## src/rtl/apb_req_arbiter.sv

```systemverilog
// apb_req_arbiter: round-robin APB4 master shared by NUM_REQ on-chip requesters.
// One transfer is in flight at a time. The granted requester gets a one-cycle
// req_ack when its request is launched and a one-cycle rsp_valid when the slave
// completes it, or when the PREADY timeout terminates it. Every output is a flop.
module apb_req_arbiter #(
    parameter int NUM_REQ    = 4,
    parameter int PDATA_SIZE = 32,
    parameter int TIMEOUT    = 16
) (
    input  logic                             PCLK,
    input  logic                             PRESETn,
    input  logic [NUM_REQ-1:0]               req_valid,
    input  logic [NUM_REQ-1:0]               req_write,
    input  logic [NUM_REQ*PDATA_SIZE-1:0]    req_addr,
    input  logic [NUM_REQ*PDATA_SIZE-1:0]    req_wdata,
    input  logic [NUM_REQ*PDATA_SIZE/8-1:0]  req_strb,
    input  logic [NUM_REQ*3-1:0]             req_prot,
    output logic [NUM_REQ-1:0]               req_ack,
    output logic [NUM_REQ-1:0]               rsp_valid,
    output logic [PDATA_SIZE-1:0]            rsp_rdata,
    output logic                             rsp_slverr,
    output logic                             PSEL,
    output logic                             PENABLE,
    output logic                             PWRITE,
    output logic [2:0]                       PPROT,
    output logic [PDATA_SIZE/8-1:0]          PSTRB,
    output logic [PDATA_SIZE-1:0]            PADDR,
    output logic [PDATA_SIZE-1:0]            PWDATA,
    input  logic [PDATA_SIZE-1:0]            PRDATA,
    input  logic                             PREADY,
    input  logic                             PSLVERR
);

    localparam int STRB_W = PDATA_SIZE / 8;
    localparam int IDX_W  = $clog2(NUM_REQ);
    // The counter only has to hold 0..TIMEOUT-1; termination happens on the
    // waited cycle that would take it to TIMEOUT.
    localparam int CNT_W  = (TIMEOUT > 1) ? $clog2(TIMEOUT) : 1;
    localparam logic [CNT_W-1:0] CNT_LAST = CNT_W'((TIMEOUT > 0) ? TIMEOUT - 1 : 0);

    typedef enum logic [1:0] {
        IDLE   = 2'd0,
        SETUP  = 2'd1,
        ACCESS = 2'd2
    } state_t;

    state_t                 state_q, state_d;
    logic [IDX_W-1:0]       last_grant_q, last_grant_d;
    logic [CNT_W-1:0]       cnt_q, cnt_d;
    logic [NUM_REQ-1:0]     req_ack_q, req_ack_d;
    logic [NUM_REQ-1:0]     rsp_valid_q, rsp_valid_d;
    logic [PDATA_SIZE-1:0]  rsp_rdata_q, rsp_rdata_d;
    logic                   rsp_slverr_q, rsp_slverr_d;
    logic                   psel_q, psel_d;
    logic                   penable_q, penable_d;
    logic                   pwrite_q, pwrite_d;
    logic [2:0]             pprot_q, pprot_d;
    logic [STRB_W-1:0]      pstrb_q, pstrb_d;
    logic [PDATA_SIZE-1:0]  paddr_q, paddr_d;
    logic [PDATA_SIZE-1:0]  pwdata_q, pwdata_d;

    logic                   grant_found;
    logic [IDX_W-1:0]       grant_idx;
    logic                   do_grant;

    // Per-requester views of the packed request buses.
    logic [PDATA_SIZE-1:0]  addr_arr  [NUM_REQ];
    logic [PDATA_SIZE-1:0]  wdata_arr [NUM_REQ];
    logic [STRB_W-1:0]      strb_arr  [NUM_REQ];
    logic [2:0]             prot_arr  [NUM_REQ];

    for (genvar i = 0; i < NUM_REQ; i++) begin : g_unpack
        assign addr_arr[i]  = req_addr[i*PDATA_SIZE +: PDATA_SIZE];
        assign wdata_arr[i] = req_wdata[i*PDATA_SIZE +: PDATA_SIZE];
        assign strb_arr[i]  = req_strb[i*STRB_W +: STRB_W];
        assign prot_arr[i]  = req_prot[i*3 +: 3];
    end

    // Round-robin pick: first valid requester after last_grant, wrapping.
    always_comb begin
        // NOTE: every signal assigned here gets a default first so no path can leave it unassigned and infer a latch.
        grant_found = 1'b0;
        grant_idx   = '0;
        // Walk from the farthest candidate to the nearest so the nearest wins.
        for (int k = NUM_REQ; k >= 1; k--) begin
            if (req_valid[IDX_W'((int'(last_grant_q) + k) % NUM_REQ)]) begin
                grant_found = 1'b1;
                grant_idx   = IDX_W'((int'(last_grant_q) + k) % NUM_REQ);
            end
        end
    end

    // Next-state and next-output logic for the IDLE/SETUP/ACCESS sequencer.
    always_comb begin
        state_d      = state_q;
        last_grant_d = last_grant_q;
        cnt_d        = cnt_q;
        req_ack_d    = '0;
        rsp_valid_d  = '0;
        rsp_rdata_d  = '0;
        rsp_slverr_d = 1'b0;
        psel_d       = psel_q;
        penable_d    = penable_q;
        pwrite_d     = pwrite_q;
        pprot_d      = pprot_q;
        pstrb_d      = pstrb_q;
        paddr_d      = paddr_q;
        pwdata_d     = pwdata_q;
        do_grant     = 1'b0;

        unique case (state_q)
            IDLE: begin
                do_grant = grant_found;
            end
            SETUP: begin
                penable_d = 1'b1;
                state_d   = ACCESS;
            end
            ACCESS: begin
                if (PREADY) begin
                    rsp_valid_d  = NUM_REQ'(1) << last_grant_q;
                    rsp_rdata_d  = pwrite_q ? '0 : PRDATA;
                    rsp_slverr_d = PSLVERR;
                    psel_d       = 1'b0;
                    penable_d    = 1'b0;
                    state_d      = IDLE;
                    // Back-to-back: a pending request is launched on the completing edge.
                    do_grant     = grant_found;
                end else if (TIMEOUT != 0 && cnt_q == CNT_LAST) begin
                    rsp_valid_d  = NUM_REQ'(1) << last_grant_q;
                    rsp_slverr_d = 1'b1;
                    psel_d       = 1'b0;
                    penable_d    = 1'b0;
                    state_d      = IDLE;
                end else if (TIMEOUT != 0) begin
                    cnt_d = cnt_q + CNT_W'(1);
                end
            end
            default: begin
                state_d = IDLE;
            end
        endcase

        if (do_grant) begin
            state_d      = SETUP;
            last_grant_d = grant_idx;
            cnt_d        = '0;
            req_ack_d    = NUM_REQ'(1) << grant_idx;
            psel_d       = 1'b1;
            penable_d    = 1'b0;
            pwrite_d     = req_write[grant_idx];
            paddr_d      = addr_arr[grant_idx];
            pprot_d      = prot_arr[grant_idx];
            // Reads drive zero write data and strobes.
            pwdata_d     = req_write[grant_idx] ? wdata_arr[grant_idx] : '0;
            pstrb_d      = req_write[grant_idx] ? strb_arr[grant_idx] : '0;
        end
    end

    // State and output registers; reset abandons any transfer in flight.
    always_ff @(posedge PCLK or negedge PRESETn) begin
        if (!PRESETn) begin
            state_q      <= IDLE;
            // Pointing at the last requester gives requester 0 top priority.
            last_grant_q <= IDX_W'(NUM_REQ - 1);
            cnt_q        <= '0;
            req_ack_q    <= '0;
            rsp_valid_q  <= '0;
            rsp_rdata_q  <= '0;
            rsp_slverr_q <= 1'b0;
            psel_q       <= 1'b0;
            penable_q    <= 1'b0;
            pwrite_q     <= 1'b0;
            pprot_q      <= '0;
            pstrb_q      <= '0;
            paddr_q      <= '0;
            pwdata_q     <= '0;
        end else begin
            // NOTE: non-blocking assignments so every flop samples pre-edge values regardless of statement order.
            state_q      <= state_d;
            last_grant_q <= last_grant_d;
            cnt_q        <= cnt_d;
            req_ack_q    <= req_ack_d;
            rsp_valid_q  <= rsp_valid_d;
            rsp_rdata_q  <= rsp_rdata_d;
            rsp_slverr_q <= rsp_slverr_d;
            psel_q       <= psel_d;
            penable_q    <= penable_d;
            pwrite_q     <= pwrite_d;
            pprot_q      <= pprot_d;
            pstrb_q      <= pstrb_d;
            paddr_q      <= paddr_d;
            pwdata_q     <= pwdata_d;
        end
    end

    assign req_ack    = req_ack_q;
    assign rsp_valid  = rsp_valid_q;
    assign rsp_rdata  = rsp_rdata_q;
    assign rsp_slverr = rsp_slverr_q;
    assign PSEL       = psel_q;
    assign PENABLE    = penable_q;
    assign PWRITE     = pwrite_q;
    assign PPROT      = pprot_q;
    assign PSTRB      = pstrb_q;
    assign PADDR      = paddr_q;
    assign PWDATA     = pwdata_q;

endmodule

```

## config.mk

```make
export PLATFORM = sky130hd
export DESIGN_NAME = apb_req_arbiter
export DESIGN_NICKNAME = d
export VERILOG_FILES = /design/src/rtl/apb_req_arbiter.sv
export SDC_FILE = /design/constraint.sdc
export NUM_CORES = 1
export LEC_CHECK = 0
export CORE_AREA = 2 2 171 173
export DETAILED_ROUTE_END_ITERATION = 7
export DIE_AREA = 0 0 173 175
export PLACE_DENSITY = 0.58
export SETUP_SLACK_MARGIN = 0.02
export SLEW_MARGIN = 5
export SYNTH_ARGS = -nofsm -noshare
export SYNTH_HDL_FRONTEND = slang
export SYNTH_SLANG_ARGS = --single-unit
```

## constraint.sdc

```tcl
create_clock -name PCLK -period 3.05 [get_ports PCLK]
set_input_delay 0.61 -clock PCLK [delete_from_list [all_inputs] [get_ports PCLK]]
set_output_delay 0.61 -clock PCLK [all_outputs]
set_load 0.1 [all_outputs]
```

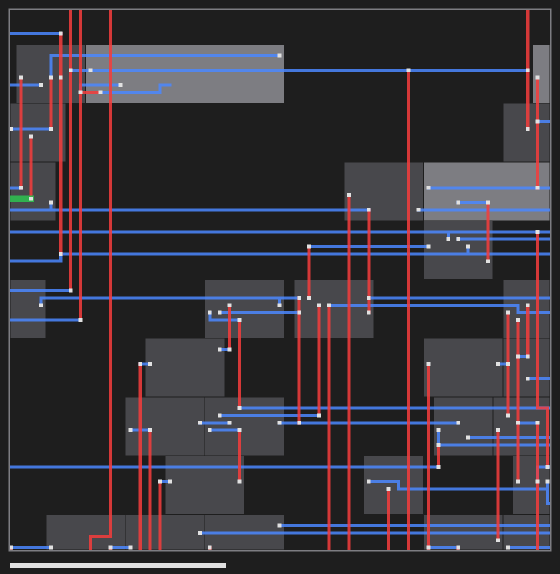
(a small window of the routed layout)
Bar = 10 um. Window x 31 to 56, y 31 to 56 um. Cells in grey, sequential cells in the stronger grey; small squares are vias.
- metal 2: red
- metal 1: blue
- metal 3: green
- cells with their middle in the window: 26
- netlist names of flops here include: PWDATA (2)
- sequential cells in the window: 2
- most frequent: clkdlybuf4s50_1 (10), mux2i_1 (7)

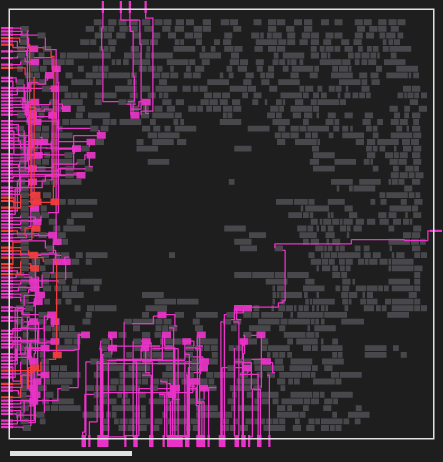
(port wiring)
Bar = 50 um.
- req_strb: red (direction input; end cells 8; buffers 16; wire 409 um)
- req_wdata: magenta (direction input; end cells 64; buffers 128; wire 4020 um)
Port Buffers: 442
I/O Pins: 443

==> results.cfg <==
; generated from flow reports
[cts]
cts_max_level = 4
numCtsBuffers = 17
clkTransAtPathRegs_ns = 0.06

[timing]
worst_pin_slew_ns = 0.5748
final-setup-viol-count = 0
finalCritPeriodShare_pct = 92.81
finalHoldViolCount = 0

[yosys]
ys_cells = 610
ys_top_cells_by_area = dfrtp_1, mux2i_1, a22o_1
synth.most_common_cell = mux2i_1
synthesis.instances = 610

[floorplanning]
fp_util_pct = 24.20
dieArea_um2 = 30280

[hold_path]
holdCritPathClass = input port to async pin

[worst_setup_path]
path_max_fanout = 23
cp.arrival_ns = 3.14

[finish]
nets = 1405

[placement]
place_ws_ns = -0.06583

[global_route]
grt_overflow = 0
grt_max_degree = 57
grt_pass1_vias = 6782

[route]
vias = 6547

[run_status]
status = complete, no violations
worst max-delay path: stages (launching register included):
cell      delay [ns]
dfstp_2         0.53
inv_1           0.10
ha_1            0.39
inv_1           0.11
a211o_1         0.27
a221oi_4        0.38
buf_12          0.23
buf_4           0.20
mux2i_1         0.21
mux2i_1         0.10
a22o_1          0.20
kinds of logic (layout without fill, tap and decap cells):
kind of cell               count (synthesis)  in the layout
buffers and inverters                     57            532
xor gates and xnor gates                   3              3
and+or+nand+nor                          114            114
AOI/OAI and AO/OA                        139            139
adders and majority gates                  5              5
DFF                                      123            123
muxes                                    169            169
cells in the final DEF (no fill, tap or decap), types with 3 or more instances in the layout:
master             n
mux2i_1          151
o22ai_1           16
dfrtp_1          121
inv_1              6
clkbuf_16         17
inv_8              3
buf_12            10
inv_6              6
clkdlybuf4s50_1  326
xor2_1             3
nor2b_1           19
nand2b_1           4
nand2_1           12
buf_4            156
o21ai_0            8
a211oi_1          40
nor2_1            32
a22o_1            36
and2_1            37
mux2_2            18
ha_1               5
a21oi_1           18
stage by stage:
step	TNS (ns)	instance area, um2	hold WS (ns)
floorplan	0	6870	0.3144
global placement	-0.2575	11730	0.4915
detailed placement	-0.8678	11730	0.4938
CTS	0	12330	0.1763
global route	0	12330	0.1985
finish	0	12330	0.1501
layout make-up:
class / instances / area [um2]
inverter: 7 / 26.28
timing repair buffer: 493 / 4646
clock inverter: 15 / 176.4
multi-input combinational: 430 / 3496
fill: 2744 / 16060
tap: 384 / 480.5
clock buffer: 17 / 425.4
sequential: 123 / 3080
report_power, final:
part           leakage, nW  internal, mW  switching, mW
Sequential            1.56          2.19          0.303
Clock                0.295          1.24          0.882
Combinational         3.65          3.71           6.73
Total                 5.51          7.14           7.91
flip-flops by register name, summed over array words and instances (netlist names), 2 cells and up:
signal / cells
PWDATA: 32
req_ack: 4
PADDR: 32
last_grant_q: 2
cnt_q: 4
PPROT: 3
rsp_rdata: 32
rsp_valid: 4
state_q: 2
PSTRB: 4
worst paths after layout:
check	to	slack, ns	cells past startpoint
setup / recovery	PWDATA[23]	0.22	10
hold / removal	PWDATA[31]	0.15	1
setup reg to reg	PWDATA[23]	0.22	10
hold reg to reg	PWDATA[3]	0.51	1
max in group asynchronous	last_grant_q[0]	2.21	2
min in group PCLK	PWDATA[3]	0.51	1
metal layers:
metal,wire [um],vias up,share of wire [%]
li1,-,3160,-
met1,10860,3117,40
met2,14100,242,52
met3,1699,28,6.2
met4,577,0,2.1
met5,0,-,0
repair_timing:
item,4_1_cts,5_1_grt
hold endpoints to repair,0,0
resized,0,0
setup endpoints to repair,0,1
Power and IR drop assume default switching activity.
